==> config.mk <==
export PLATFORM = sky130hd
export DESIGN_NAME = uq_tdd_mon
export DESIGN_NICKNAME = d
export VERILOG_FILES = /design/src/rtl/uq_tdd_pkg.sv /design/src/rtl/uq_tdd_edge_det.sv /design/src/rtl/uq_tdd_mon.sv
export SDC_FILE = /design/constraint.sdc
export NUM_CORES = 1
export LEC_CHECK = 0
export ABC_AREA = 1
export ABC_CLOCK_PERIOD_IN_PS = 2650
export CORE_UTILIZATION = 46
export DETAILED_ROUTE_END_ITERATION = 6
export PLACE_DENSITY = 0.77
export SYNTH_ARGS = -nofsm -noshare
export SYNTH_HDL_FRONTEND = slang
export SYNTH_SLANG_ARGS = --single-unit
==> constraint.sdc <==
create_clock -name clk -period 2.65 [get_ports clk]
set_clock_uncertainty 0.05 [all_clocks]
set_input_delay 0.53 -clock clk [delete_from_list [all_inputs] [get_ports clk]]
set_output_delay 0.53 -clock clk [all_outputs]
set_load 0.05 [all_outputs]
Figure 1. Metal 3.
Scale: 1.5 px per um. Cells faint in the background.
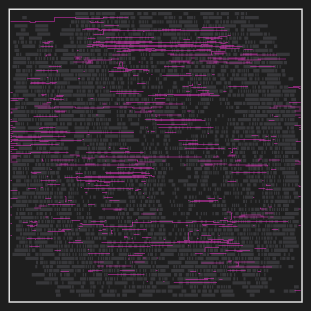
The layer carries 4300 um of wire. The wires run mostly horizontal. The longest straight run is 95.2 um. 344 nets have wire on it. The layer holds 6.6% of the routed length.
global-route met3 utilization: 0.0558
Via Count: 20075
final WL: 65300 um

Figure 2. Placement by cell class.
Scale: 2 px per um.
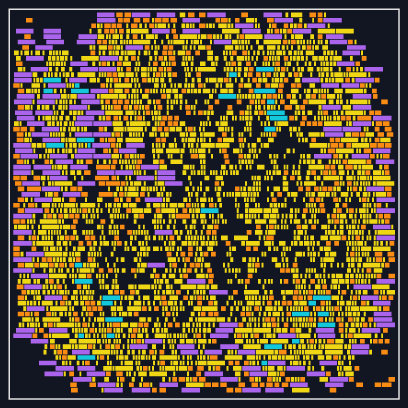
Cyan shows clock drivers and dummy loads, cells 32, share of their area 2.5%. Yellow shows all other logic, cells 2487, share of their area 59%. Purple shows flip-flops, cells 182, share of their area 19%. Orange shows other buffers and delay cells, cells 575, share of their area 19%.
total core area: 36400 sq um
final core utilization: 0.679
Rows: 70
final instance area: 24800 sq um
flop share of the area: 0.187

Figure 3. Routed metal per tile.
Scale: 2 px per um. 39 x 39 tiles, from white (low) to dark blue (high), scaled to the fullest tile. Values are wire area over tile area, all layers added.
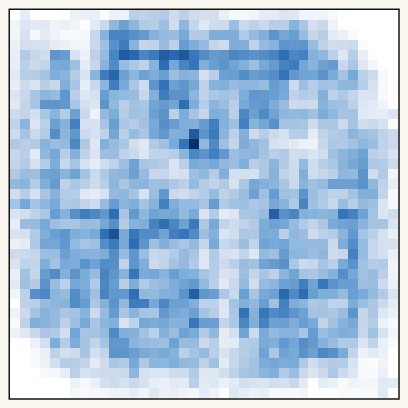
The mean over all tiles is 0.28. 22% of the tiles are over half the peak. The densest ninth of the die: top middle.
drt wl/cell: 17.4 um
GRT Overall Usage: 0.342

Figure 4. Sizing map.
Scale: 2 px per um.
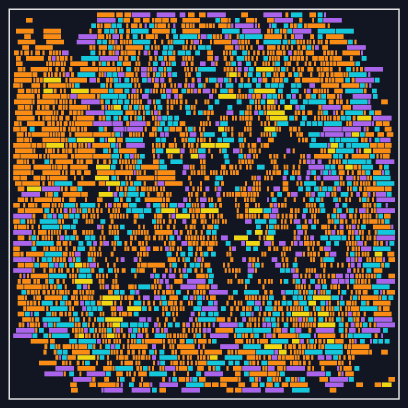
Purple shows drive 2, cells 384, most used nand2_2. Cyan shows drive 3 to 4, cells 594, most used buf_4. Yellow shows drive 6 and up, cells 62, most used clkbuf_16. Orange shows drive 1 or less, cells 2236, most used nand2_1.
Layout area overhead: 45.7%
Buffers excl. clock: 575
Final WS setup: 0.0277 ns

==> results.ini <==
[drt]
drc_errors = 0
dr.pass1.iters = 5
m1WireLength_um = 28200
highest_layer = met4
ant_nets = 0
wl_met2_um = 30400

[yosys]
ys_sh_adder = 0.101
async_flop_share = 1.00
fp_nets = 2858
synth-simple-area-share = 0.370
netlist_instances = 2717
ys_cells = 2717
synthXorXnorAreaFrac = 0.0253
synth_area_per_cell_sq_um = 6.25
synth_seq_share = 0.268
yosysTopAreaCell = dfrtp_1
top_cells_by_area = dfrtp_1 (27%), nand2_1 (21%), inv_1 (10%), ha_1 (9.4%), nand3_1 (4.9%)
ys_chip_area_sq_um = 17000
yosysTopAreaCellShare = 0.268
synthDistinctLibCells = 55
aoi_share = 0.113
yosys_most_used_dff = dfrtp_1
edf_count = 0

[sta]
fin_crit_sh = 0.990
period_needed_ns = 2.62
relSlewSlack = 0.513
finalHoldViolCount = 0
holdWs_ns = 0.366
max_freq_mhz = 381
worst_pin_slew_ns = 0.725
setup_viol = 0

[global_route]
grt_max_degree = 68
grt_pass1_vias = 19558
antenna_found_initial = 0
grt_pass1_wl_um = 102000

[placement]
post-place-ws_ns = -0.839
gp_congestion = 1.02

[clocking]
htree_levels = 4
cts_tree = yes
cts.sinks = 182
cts_made_buffers = 17
clk_path_buf_depth = 2
clock_latency_ns = 0.49

[critical_path]
crit_top_cell = nand2_1
cp-start-kind = register
r2r_cells = 20
cp_top_family = simple AND/OR/NAND/NOR gates
crit_buf_inv = 5
crit_cells = 20
r2r_slack_ns = 0.03
required_ns = 2.97
slowest_stage = dfrtp_1

[status]
status = finished clean

[power]
p_leak_nw = 12.3
peakVddDrop_mv = 0.509
power_density_nw_per_um2 = 478

[layout]
final_layout_top_logic_cell = nand2_1
nets = 3404
lay_top_cells = nand2_1 (828), buf_4 (457), inv_1 (399)

[flow_run]
openroad.warnings = 89
cap_violations = 0

[worst_hold_path]
min_path_type = reg2reg
min_delay_path_depth = 0

[floorplan]
die_h_um = 194
die_w_um = 194
pin_count = 96

routing by layer:
layer  vias to the layer above  GRT usage
met1                      9476      0.449
met3                       146     0.0558
met4                         0      0.124
li1                       9673          -
met2                       780      0.565
met5                         -          0
cell type report:
class | count | area [sq um]
clock inverter | 14 | 176
multi-input combinational | 2010 | 12400
fill | 3096 | 11700
tap | 468 | 586
timing repair buffer | 575 | 4700
sequential | 182 | 4640
clock buffer | 18 | 439
inverter | 477 | 1810
logic make-up (layout without fill, tap and decap cells):
kind of cell    Yosys count  after routing
buf+inv                 530           1084
simple gates           1473           1478
compound gates          349            349
flops                   182            182
xor+xnor                 49             49
fa+ha+maj               134            134
cells in the mapped netlist (3+ instances only):
| library cell | count |
|---|---|
| buf_2 | 10 |
| o31ai_1 | 19 |
| nor2_2 | 17 |
| xor2_1 | 45 |
| ha_1 | 128 |
| o21ai_0 | 137 |
| a21oi_1 | 143 |
| o21a_1 | 3 |
| nor4_1 | 11 |
| nor2_1 | 168 |
| a31oi_1 | 5 |
| nor2_4 | 6 |
| fa_1 | 6 |
| nand2_1 | 941 |
| nand4_1 | 48 |
| nor3_2 | 3 |
| a21o_1 | 4 |
| buf_4 | 3 |
| clkbuf_1 | 31 |
| and3_1 | 3 |
| inv_2 | 10 |
| buf_6 | 4 |
| nand3_1 | 165 |
| inv_1 | 463 |
| nand2_2 | 21 |
| a211oi_1 | 6 |
| nand3b_1 | 9 |
| clkbuf_2 | 4 |
| a21oi_2 | 3 |
| o21bai_1 | 15 |
| nor3b_1 | 4 |
| xnor2_1 | 4 |
| nand2_4 | 5 |
| dfrtp_1 | 182 |
| nor3_1 | 63 |
per-stage QoR:
stage	utilization	TNS [ns]	instances
final	0.679	0	3744
after global routing	0.679	-0.754	3744
after CTS	0.650	-0.0167	3718
after detailed placement	0.601	-17.07	3647
after global placement	0.601	-16.02	3647
after floorplan	-	0	2717
power by group:
part,switching [mW],internal [mW]
clock network,1.41,1.39
logic,3.59,2.33
registers,0.133,2.99
what timing repair did:
action / in CTS / in global routing
hold buffers: 1 / 0
cloned: 5 / 0
endpoints found under the setup margin: 28 / 48
gates resized: 192 / 266
buffers inserted: 35 / 26
pin swaps: 61 / 95
endpoints found under the hold margin: 7 / 0
Power figures rest on the tool's default switching activity, not on a simulated workload.
